$ cat src/rtl/store_queue_if.sv
// Store queue memory drain bus: packet type shared with the resolve path,
// plus the request/ready interface between the queue and data memory.

package store_queue_pkg;

  typedef struct packed {
    logic        valid;
    logic [31:0] addr;
    logic [31:0] result;
    logic [3:0]  byte_mask;
    logic [4:0]  dest_reg_idx;
  } STORE_QUEUE_PACKET;

endpackage

interface store_queue_if;

  logic        mem_req_valid;
  logic [31:0] mem_req_addr;
  logic [31:0] mem_req_data;
  logic [3:0]  mem_req_byte_mask;
  logic        mem_req_ready;

  modport master (
    output mem_req_valid,
    output mem_req_addr,
    output mem_req_data,
    output mem_req_byte_mask,
    input  mem_req_ready
  );

  modport slave (
    input  mem_req_valid,
    input  mem_req_addr,
    input  mem_req_data,
    input  mem_req_byte_mask,
    output mem_req_ready
  );

endinterface

$ cat src/rtl/store_queue.sv
// Store queue: circular buffer of stores allocated at dispatch, resolved by
// the address stage, committed in order by the ROB, and drained to memory
// from the head. A flush discards everything not yet committed.

module store_queue
  import store_queue_pkg::*;
#(
  parameter int SQ_SZ = 8
) (
  input  logic              clock,
  input  logic              reset,
  input  logic              alloc_valid,
  output logic [SQ_SZ-1:0]  sq_alloc_mask,
  output logic              sq_full,
  output logic              sq_empty,
  input  STORE_QUEUE_PACKET sq_packet,
  input  logic [SQ_SZ-1:0]  resolving_sq_mask,
  output logic [SQ_SZ-1:0]  resolved_mask,
  input  logic              store_retire,
  input  logic              flush,
  store_queue_if.master     mem
);

  localparam int PTR_W = $clog2(SQ_SZ);
  localparam int CNT_W = $clog2(SQ_SZ + 1);

  logic [SQ_SZ-1:0] entry_valid;
  logic [SQ_SZ-1:0] entry_resolved;
  logic [SQ_SZ-1:0] entry_committed;
  logic [29:0]      entry_word_addr [SQ_SZ];
  logic [31:0]      entry_result    [SQ_SZ];
  logic [3:0]       entry_byte_mask [SQ_SZ];

  logic [PTR_W-1:0] head;
  logic [PTR_W-1:0] commit_ptr;
  logic [PTR_W-1:0] tail;
  logic [CNT_W-1:0] count;

  logic             alloc_accept;
  logic             retire_ok;
  logic             pop;
  logic [PTR_W-1:0] commit_next;
  logic [SQ_SZ-1:0] resolve_hit;
  logic [SQ_SZ-1:0] retire_hit;
  logic [CNT_W-1:0] survivors;

  // Only the word address is kept, and the destination tag is not needed
  // once the store is in the queue.
  logic unused_packet_bits;
  assign unused_packet_bits = ^{sq_packet.dest_reg_idx, sq_packet.addr[1:0]};

  assign sq_full       = (count == CNT_W'(SQ_SZ));
  assign sq_empty      = (count == '0);
  assign sq_alloc_mask = {{(SQ_SZ-1){1'b0}}, 1'b1} << tail;
  assign resolved_mask = entry_valid & entry_resolved;

  assign mem.mem_req_valid     = entry_valid[head] & entry_committed[head] & entry_resolved[head];
  assign mem.mem_req_addr      = {entry_word_addr[head], 2'b00};
  assign mem.mem_req_data      = entry_result[head];
  assign mem.mem_req_byte_mask = entry_byte_mask[head];

  assign alloc_accept = alloc_valid && !sq_full;
  assign pop          = mem.mem_req_valid && mem.mem_req_ready;
  assign retire_ok    = store_retire && entry_valid[commit_ptr] &&
                        entry_resolved[commit_ptr] && !entry_committed[commit_ptr];
  assign commit_next  = commit_ptr + PTR_W'(retire_ok);

  // Per-entry decode of resolve and retire, plus the count of entries that
  // remain committed (and not popped) after this edge, which a flush keeps.
  always_comb begin
    resolve_hit = '0;
    retire_hit  = '0;
    survivors   = '0;
    for (int i = 0; i < SQ_SZ; i++) begin
      resolve_hit[i] = sq_packet.valid && resolving_sq_mask[i] && entry_valid[i];
      retire_hit[i]  = retire_ok && (commit_ptr == PTR_W'(i));
      if (entry_valid[i] && (entry_committed[i] || retire_hit[i]) &&
          !(pop && (head == PTR_W'(i))))
        survivors = survivors + CNT_W'(1);
    end
  end

  // Entry status bits: resolve, retire, alloc, then flush and pop, with the
  // later updates taking priority on the same edge.
  always_ff @(posedge clock) begin
    if (reset) begin
      entry_valid     <= '0;
      entry_resolved  <= '0;
      entry_committed <= '0;
    end else begin
      for (int i = 0; i < SQ_SZ; i++) begin
        if (resolve_hit[i])
          entry_resolved[i] <= 1'b1;
        if (retire_hit[i])
          entry_committed[i] <= 1'b1;
        if (alloc_accept && !flush && (tail == PTR_W'(i))) begin
          entry_valid[i]     <= 1'b1;
          entry_resolved[i]  <= 1'b0;
          entry_committed[i] <= 1'b0;
        end
        if (flush && entry_valid[i] && !(entry_committed[i] || retire_hit[i])) begin
          entry_valid[i]    <= 1'b0;
          entry_resolved[i] <= 1'b0;
        end
        if (pop && (head == PTR_W'(i))) begin
          entry_valid[i]     <= 1'b0;
          entry_resolved[i]  <= 1'b0;
          entry_committed[i] <= 1'b0;
        end
      end
    end
  end

  // Payload capture from the address stage; payload needs no reset because
  // it is only observed behind the status bits.
  always_ff @(posedge clock) begin
    for (int i = 0; i < SQ_SZ; i++) begin
      if (resolve_hit[i]) begin
        entry_word_addr[i] <= sq_packet.addr[31:2];
        entry_result[i]    <= sq_packet.result;
        entry_byte_mask[i] <= sq_packet.byte_mask;
      end
    end
  end

  // Pointers and occupancy; on flush the tail snaps back to the commit point
  // and the count becomes the number of surviving committed entries.
  always_ff @(posedge clock) begin
    if (reset) begin
      head       <= '0;
      commit_ptr <= '0;
      tail       <= '0;
      count      <= '0;
    end else begin
      head       <= head + PTR_W'(pop);
      commit_ptr <= commit_next;
      if (flush) begin
        tail  <= commit_next;
        count <= survivors;
      end else begin
        tail  <= tail + PTR_W'(alloc_accept);
        count <= count + CNT_W'(alloc_accept) - CNT_W'(pop);
      end
    end
  end

endmodule

$ cat src/flat_wrapper.sv
// flat-port wrapper written by rule: the top's interface ports become plain ports
module store_queue_flat import store_queue_pkg::*;
#(
  parameter int SQ_SZ = 8
)
  (clock, reset, alloc_valid, sq_alloc_mask, sq_full, sq_empty, sq_packet, resolving_sq_mask, resolved_mask, store_retire, flush, mem_mem_req_valid, mem_mem_req_addr, mem_mem_req_data, mem_mem_req_byte_mask, mem_mem_req_ready);
  store_queue_if mem_i ();
  input  logic clock;
  input  logic reset;
  input  logic alloc_valid;
  output logic [SQ_SZ-1:0] sq_alloc_mask;
  output logic sq_full;
  output logic sq_empty;
  input  STORE_QUEUE_PACKET sq_packet;
  input  logic [SQ_SZ-1:0] resolving_sq_mask;
  output logic [SQ_SZ-1:0] resolved_mask;
  input  logic store_retire;
  input  logic flush;
  output wire logic [$bits(mem_i.mem_req_valid)-1:0] mem_mem_req_valid;
  output wire logic [$bits(mem_i.mem_req_addr)-1:0] mem_mem_req_addr;
  output wire logic [$bits(mem_i.mem_req_data)-1:0] mem_mem_req_data;
  output wire logic [$bits(mem_i.mem_req_byte_mask)-1:0] mem_mem_req_byte_mask;
  input wire logic [$bits(mem_i.mem_req_ready)-1:0] mem_mem_req_ready;
  assign mem_mem_req_valid = mem_i.mem_req_valid;
  assign mem_mem_req_addr = mem_i.mem_req_addr;
  assign mem_mem_req_data = mem_i.mem_req_data;
  assign mem_mem_req_byte_mask = mem_i.mem_req_byte_mask;
  assign mem_i.mem_req_ready = mem_mem_req_ready;
  store_queue #(.SQ_SZ(SQ_SZ)) u_core (.clock(clock), .reset(reset), .alloc_valid(alloc_valid), .sq_alloc_mask(sq_alloc_mask), .sq_full(sq_full), .sq_empty(sq_empty), .sq_packet(sq_packet), .resolving_sq_mask(resolving_sq_mask), .resolved_mask(resolved_mask), .store_retire(store_retire), .flush(flush), .mem(mem_i));
endmodule
$ cat config.mk
export PLATFORM = sky130hd
export DESIGN_NAME = store_queue_flat
export DESIGN_NICKNAME = d
export VERILOG_FILES = /design/src/rtl/store_queue_if.sv /design/src/rtl/store_queue.sv /design/src/flat_wrapper.sv
export SDC_FILE = /design/constraint.sdc
export NUM_CORES = 1
export LEC_CHECK = 0
export ABC_AREA = 1
export CAP_MARGIN = 20
export CORE_MARGIN = 2
export CORE_UTILIZATION = 40
export CTS_CLUSTER_SIZE = 12
export DETAILED_ROUTE_END_ITERATION = 16
export GPL_TIMING_DRIVEN = 0
export HOLD_SLACK_MARGIN = 0.12
export PLACE_DENSITY = 0.7
export SETUP_SLACK_MARGIN = 0.02
export SLEW_MARGIN = 0
export SYNTH_ARGS = -nofsm -noshare
export SYNTH_HDL_FRONTEND = slang
export SYNTH_SLANG_ARGS = --single-unit
$ cat constraint.sdc
create_clock -name clock -period 12.16 [get_ports clock]
set_input_delay 3.648 -clock clock [delete_from_list [all_inputs] [get_ports clock]]
set_output_delay 3.648 -clock clock [all_outputs]
set_load 0.02 [all_outputs]
### Register map, names as in the netlist, run 1

(2 px per µm)
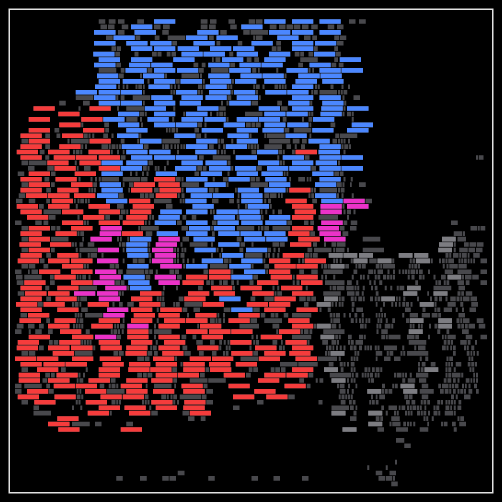
`u_core.entry_result` -> red  # sequential cells 256
`u_core.entry_byte_mask` -> magenta  # sequential cells 32
`u_core.entry_word_addr` -> blue  # sequential cells 240
not coloured = 37
total sequential power: 0.00214 W
register area: 0.01660 mm²
Finished Core Util: 48.85%
fraction of area in registers: 61.43%

### Routing congestion, run 1

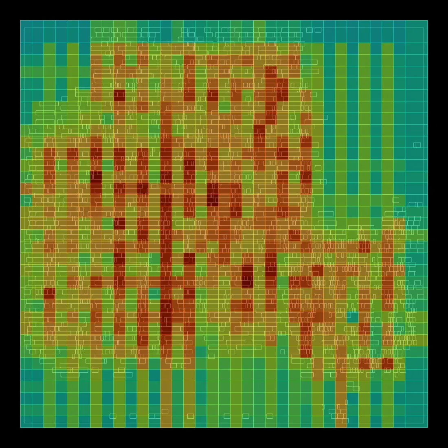
WL/cell: 22.34 µm
Global Route Usage Sum: 20.66%
GRT met2 Usage: 34.84%

### Met1 routing, run 1

(2 px per µm) Supply wires on this layer in grey. Cells faint in the background.
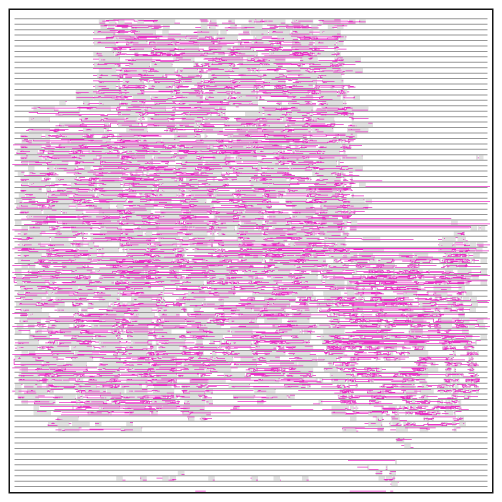
share of all routed wire = 40%
longest straight run = 71.3 µm
nets with wire on the layer = 1914
vias: 14860
final wirelength: 60440 µm
met1 usage: 26.35%

-- run 1: cell type report --
class	count	area, µm²
Clock buffer	65	1466
Buffer	82	341.6
Multi-Input combinational cell	954	5179
Antenna cell	5	12.51
Sequential cell	565	16600
Fill cell	4775	28290
Tap cell	748	935.9
Inverter	95	379.1
Timing Repair Buffer	171	1852
Clock inverter	20	254.0
-- run 1: worst min path at each step --
stage	to	slack (ns)	depth (start not counted)
final	u_core.entry_committed[2]	0.51	2
after global routing	u_core.entry_resolved[6]	0.54	2
after CTS	u_core.entry_committed[2]	0.51	2
after detailed placement	u_core.entry_committed[2]	0.50	2
after global placement	u_core.entry_resolved[3]	0.49	2
after floorplan	u_core.entry_resolved[6]	0.46	2
-- run 1: cells by family after synthesis --
| group | share of synthesized area (%) |
|---|---|
| AOI/OAI and AO/OA | 8.341 |
| xor gates and xnor gates | 0.1949 |
| adders and majority gates | 1.203 |
| buffers and inverters | 3.118 |
| DFF | 73.85 |
| other | 0.01669 |
| and+or+nand+nor | 13.27 |
-- run 1: layer usage --
| layer | global-route usage (%) | wire length (µm) | up-vias |
|---|---|---|---|
| met3 | 4.792 | 4988 | 134 |
| met2 | 34.84 | 29330 | 626 |
| li1 | - | - | 6721 |
| met4 | 6.790 | 1721 | 12 |
| met5 | 0 | 78 | - |
| met1 | 26.35 | 24330 | 7367 |
-- run 1: registers in the layout, indices dropped and copies added, names as in the netlist --
name / flops
u_core.entry_byte_mask: 32
u_core.entry_valid: 8
u_core.head: 3
u_core.entry_committed: 8
u_core.tail: 3
u_core.count: 4
u_core.entry_resolved: 8
u_core.entry_word_addr: 240
u_core.commit_ptr: 3
u_core.entry_result: 256
==> results.ini, run 1 <==
[timing]
final_max_slew_viol_count = 0
timing.final.crit_share_pct = 66.52
fin_setup_tns_ns = 0

[power]
power_w = 0.003885
p_per_area_mw_per_mm2 = 143.8
power.switching_w = 0.0007717
p_leak_nw = 8.994

[yosys]
common_cells = edfxtp_1, nand2_1, a22oi_1
ys_types = 46

[critical_path]
cp_slowest_cell = clkdlybuf4s50_1
cpLargestDelayFamily = simple AND/OR/NAND/NOR gates
worstReg2RegStart = u_core.head[1]

[place]
pre_cts_ws_ns = 3.446
dpl.cell_count = 2615
numPortBuffers = 163

[status]
outcome = finished clean

[routing]
drcViolationCount = 0
firstDrtPassIters = 5
detail-route-antenna-nets = 0

[final_layout]
final_cell_area_mm2 = 0.02702

[job]
cap_violations = 0
warnings = 37

[floorplanning]
core_mm2 = 0.05531
initial_utilization_pct = 40.63

[clock_network]
cts_setup_buffers = 0

[grt]
grt_pass1_vias = 14710

==> run 2: changes to the inputs <==
clock period = 7.81 ns   (was 12.16 ns; I/O delays follow)
### Signal wires by layer, run 2

(2 px per µm) Only two layers are drawn.
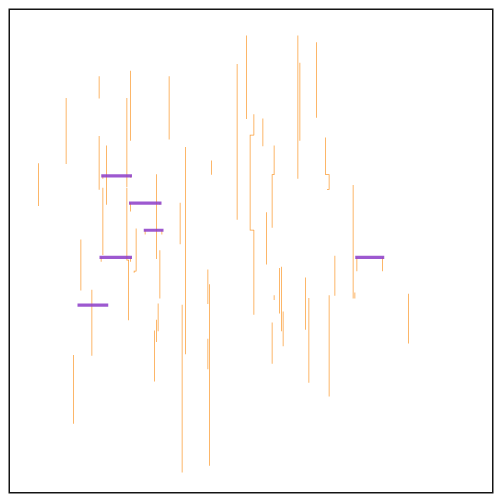
M5 -> purple  # wire length 78.2 µm
M4 -> orange  # wire length 1720 µm

### Met1 routing, run 2

(2 px per µm) Supply wires on this layer in grey. Cells faint in the background.
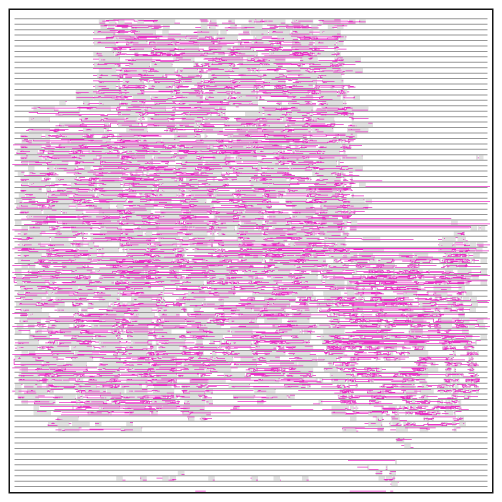
main direction = horizontal
nets with wire on the layer = 1914

==> results.ini, run 2 <==
[status]
outcome = finished clean  ; unchanged

[grt]
grt_util_met3_pct = 4.792  ; unchanged
grtUsageMet1_pct = 26.35  ; unchanged
globalRouteTotalUtil_pct = 20.66  ; unchanged

[power]
pg_seq_w = 0.00333  ; was 0.00214 W
power_w = 0.006048  ; was 0.003885 W
power.switching_w = 0.001202  ; was 0.0007717 W
p_leak_nw = 8.994  ; unchanged

[job]
cap_violations = 0  ; unchanged
warnings = 37  ; unchanged

[yosys]
most_common_cell = edfxtp_1  ; unchanged
ys_types = 46  ; unchanged
common_cells = edfxtp_1, nand2_1, a22oi_1  ; unchanged

[place]
numPortBuffers = 163  ; unchanged

[routing]
drcViolationCount = 0  ; unchanged
detail-route-antenna-nets = 0  ; unchanged
wl_met2_um = 29330  ; unchanged
drt-met1-wl_um = 24330  ; unchanged
wire_per_inst_um = 22.34  ; unchanged
met3WireLength_um = 4988  ; unchanged
firstDrtPassIters = 5  ; unchanged
drt_iter0_drc = 1476  ; unchanged
highest_layer = met5  ; unchanged
vias = 14860  ; unchanged
drt-total-wl_um = 60440  ; unchanged

[final_layout]
post-route-util_pct = 48.85  ; unchanged
regMostFlops = u_core.entry_result  ; unchanged
reg.largest.list = u_core.entry_result x256, u_core.entry_word_addr x240, u_core.entry_byte_mask x32  ; unchanged
largest_register_ffs = 256  ; unchanged

[floorplanning]
initial_utilization_pct = 40.63  ; unchanged
core_mm2 = 0.05531  ; unchanged

[critical_path]
worstReg2RegStart = u_core.head[1]  ; unchanged
cpLargestDelayFamily = simple AND/OR/NAND/NOR gates  ; unchanged
r2r_end = u_core.count[1]  ; unchanged
cpMostUsedCell = nand2_1  ; unchanged
cp_slowest_cell = clkdlybuf4s50_1  ; unchanged

[timing]
final_max_slew_viol_count = 0  ; unchanged
timing.final.crit_share_pct = 86.86
fin_setup_tns_ns = 0  ; unchanged

[min_path]
hold_path_depth = 2  ; unchanged

[clock_network]
cts_setup_buffers = 0  ; unchanged

### The metal 4 layer, run 2

(2 px per µm) Supply wires on this layer in grey.
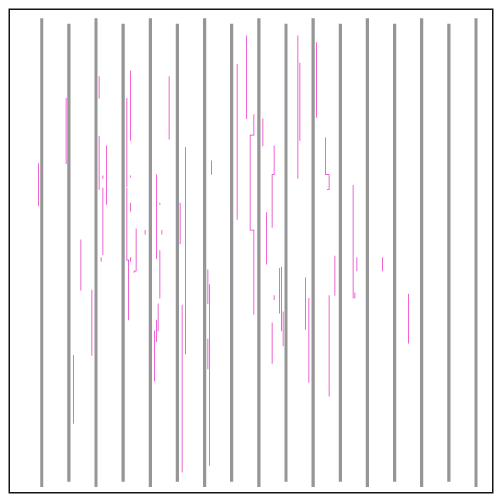
wire length on this layer = 1720 µm
longest straight run = 103 µm

[run 2: cell counts after synthesis]
No cell type changed its count.
[run 2: area by class of cell]
cell class                      count  area (µm²)
Clock inverter                     20       254.0
Fill cell                        4775       28290
Sequential cell                   565       16600
Inverter                           95       379.1
Buffer                             82       341.6
Multi-Input combinational cell    954        5179
Antenna cell                        5       12.51
Timing Repair Buffer              171        1852
Clock buffer                       65        1466
Tap cell                          748       935.9
[run 2: kinds of logic after synthesis]
group | after synthesis | share of synthesized area [%]
simple gates | 659 | 13.27
flops | 565 | 73.85
compound gates | 267 | 8.341
buf+inv | 177 | 3.118
fa+ha+maj | 21 | 1.203
xor+xnor | 5 | 0.1949
other cells | 1 | 0.01669
[run 2: metrics by stage]
stage	setup slack (ns)	hold WS, ns	area (µm²)	std cells
after floorplan	1.867	0.4615	22480	1696
after global placement	0.5156	0.4877	25040	2607
after detailed placement	0.4006	0.4993	25280	2615
after CTS	1.027	0.5089	27000	2700
after global routing	0.5834	0.5364	27010	2703
final	1.026	0.5085	27020	2705
[run 2: how the worst min path moves through the flow]
stage	slack (ns)	to	from
5_1_grt	0.54	u_core.entry_resolved[6]	u_core.entry_resolved[6]
4_1_cts	0.51	u_core.entry_committed[2]	u_core.entry_committed[2]
3_5_place_dp	0.50	u_core.entry_committed[2]	u_core.entry_committed[2]
6_report	0.51	u_core.entry_committed[2]	u_core.entry_committed[2]
2_1_floorplan	0.46	u_core.entry_resolved[6]	u_core.entry_resolved[6]
3_3_place_gp	0.49	u_core.entry_resolved[3]	u_core.entry_resolved[3]
[run 2: tightest hold or removal path, cell delays in order (launching register included)]
cell and delay (ns):
dfxtp_1 0.32, inv_1 0.08, a21oi_1 0.06
Power is estimated from default activity; no workload was simulated.
